==> config.mk <==
export PLATFORM = sky130hd
export DESIGN_NAME = spi_facade
export DESIGN_NICKNAME = d
export VERILOG_FILES = /design/src/rtl/spi_facade.sv
export SDC_FILE = /design/constraint.sdc
export NUM_CORES = 1
export LEC_CHECK = 0
export CAP_MARGIN = 0
export CORE_UTILIZATION = 30
export CTS_BUF_LIST = sky130_fd_sc_hd__clkbuf_4 sky130_fd_sc_hd__clkbuf_8
export DETAILED_ROUTE_END_ITERATION = 8
export GPL_ROUTABILITY_DRIVEN = 0
export PLACE_DENSITY = 0.59
export SLEW_MARGIN = 15
export SYNTH_ARGS = -nofsm -noshare
export SYNTH_HDL_FRONTEND = slang
export SYNTH_SLANG_ARGS = --single-unit
==> constraint.sdc <==
create_clock -name clock -period 2.25 [get_ports clock]
set_input_delay 0.3375 -clock clock [delete_from_list [all_inputs] [get_ports clock]]
set_output_delay 0.3375 -clock clock [all_outputs]
set_load 0.02 [all_outputs]
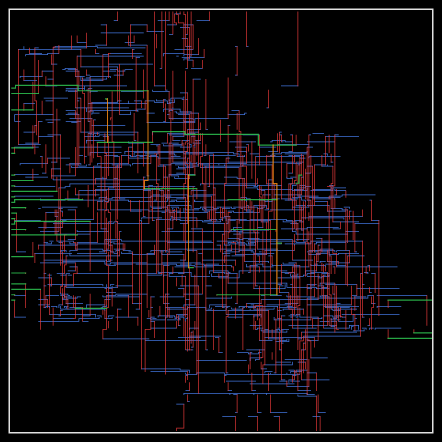
Fig. 1. Signal wires by layer.
(4 px per µm)
- red: metal 2 (wire length 3,600 µm)
- orange: metal 4 (wire length 97.7 µm)
- green: metal 3 (wire length 303 µm)
- blue: metal 1 (wire length 3,520 µm)
Routed WL per cell: 14.0 µm
final wirelength: 7520 µm
total number of vias: 2,637

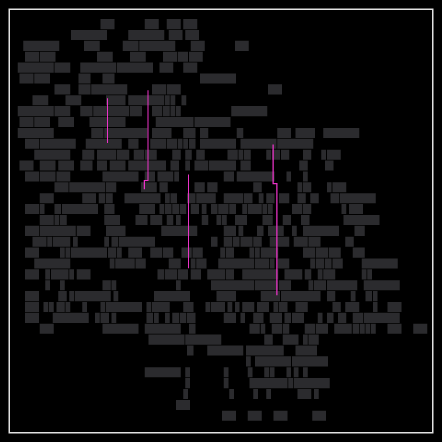
Fig. 2. Met4 routing.
(4 px per µm)
- longest straight run: 27.8 µm
- main direction: vertical
- wire length on this layer: 97.7 µm
- share of all routed wire: 1.3%

==> results.toml <==
# physical design summary
[final_layout]
antenna_cells = 0
comb_area_um2 = 1690
finish.utilization_pct = 40.6
seqCellArea_um2 = 1430
final_area_um2 = 4210
drive_above_1_share_pct = 22.8
lay_top_count = "nand2_1"
largest_reg_flops = 9

[critical_path]
path_delay_family = "simple AND/OR/NAND/NOR gates"
path_common_cell = "buf_4"
reg2reg_depth = 8
cp.arrival_ns = 2.38

[die]
die_y_um = 106
dieArea_um2 = 11100
coreArea_um2 = 10400
die-width_um = 106

[logic_synthesis]
synth-main-ff-cell = "dfrtp_1"
synth_top_area_share_pct = 43.6
ys_seq_share_pct = 44.4
syn_area_um2 = 3220
yosys_cells = 334
synth_nets = 368

[detailed_routing]
first_pass_iters = 4
route.detailed.drc = 0
viasPerCell = 4.89
ant_nets = 0

[pwr]
powerDensity_nw_per_um2 = 781
power_mw = 3.28

[outcome]
status = "finished clean"

[clock_tree]
cts_root_buf = "clkbuf_8"
cts.path.max_buffers = 2
numCtsBuffers = 9
cts_tree = "built"

[timing]
finalMaxSlewViolations = 0
hold_violations = 0
tns_ns = 0
rsz0062_at_grt = "true"
max_freq_mhz = 472

[global_routing]
grt_pass1_vias = 2690
grt_usage_pct = 14.8
grt_overflow = 0

[placed_design]
dp_hpwl_um = 5520
dp_cells = 521
place_area_um2 = 3930
==> timing repair <==
action,in CTS,in global routing
endpoints found under the setup margin,9,38
pin swaps,0,8
buffers inserted,0,1
gates cloned,0,1
gates resized,3,11
==> metal layers <==
layer | GRT usage [%] | share of wire [%] | vias up
met1 | 18.8 | 47 | 1278
met3 | 3.83 | 4.0 | 10
met5 | 0 | 0 | -
li1 | - | - | 1307
met4 | 5.26 | 1.3 | 0
met2 | 24.2 | 48 | 42
==> layout make-up <==
class                           instances  area share [%]
Timing Repair Buffer                   71            15.5
Tap cell                              136            4.05
Sequential cell                        57            34.0
Multi-Input combinational cell        251            40.1
Clock inverter                          4            1.78
Inverter                                8           0.714
Clock buffer                           12            3.78
==> synth_stat cells (3+ instances only) <==
cell	n
nand2_1	72
dfrtp_1	56
mux2_2	19
nor2_1	17
a21oi_1	12
a31oi_1	11
o21ai_0	11
mux2i_1	9
xor2_1	9
a22o_1	8
clkbuf_1	8
inv_1	8
nand2b_1	7
nand3_1	7
buf_2	6
nor3_1	6
and3_1	5
nand4_1	5
ha_1	3
or2_2	3
xnor2_1	3
==> kinds of logic after synthesis <==
family | count (synthesis) | synth area share (%)
xor+xnor | 13 | 3.77
mux | 28 | 9.46
flops | 57 | 44.4
compound gates | 62 | 14.4
simple gates | 145 | 23.0
fa+ha+maj | 3 | 1.17
buf+inv | 26 | 3.77
==> where the power goes <==
group	switching [mW]	internal (mW)	total, mW
clock	0.431	0.697	1.13
combinational	0.452	0.406	0.857
sequential	0.132	1.17	1.30
==> worst reg2reg max path, delay by kind of cell (launching register included) <==
family / cells / cell delay [ns]
AND-OR/OR-AND: 1 / 0.14
flip-flops: 1 / 0.41
AND/OR/NAND/NOR: 3 / 0.82
buffers and inverters: 3 / 0.49
XOR/XNOR: 1 / 0.18
Power and IR drop assume default switching activity.
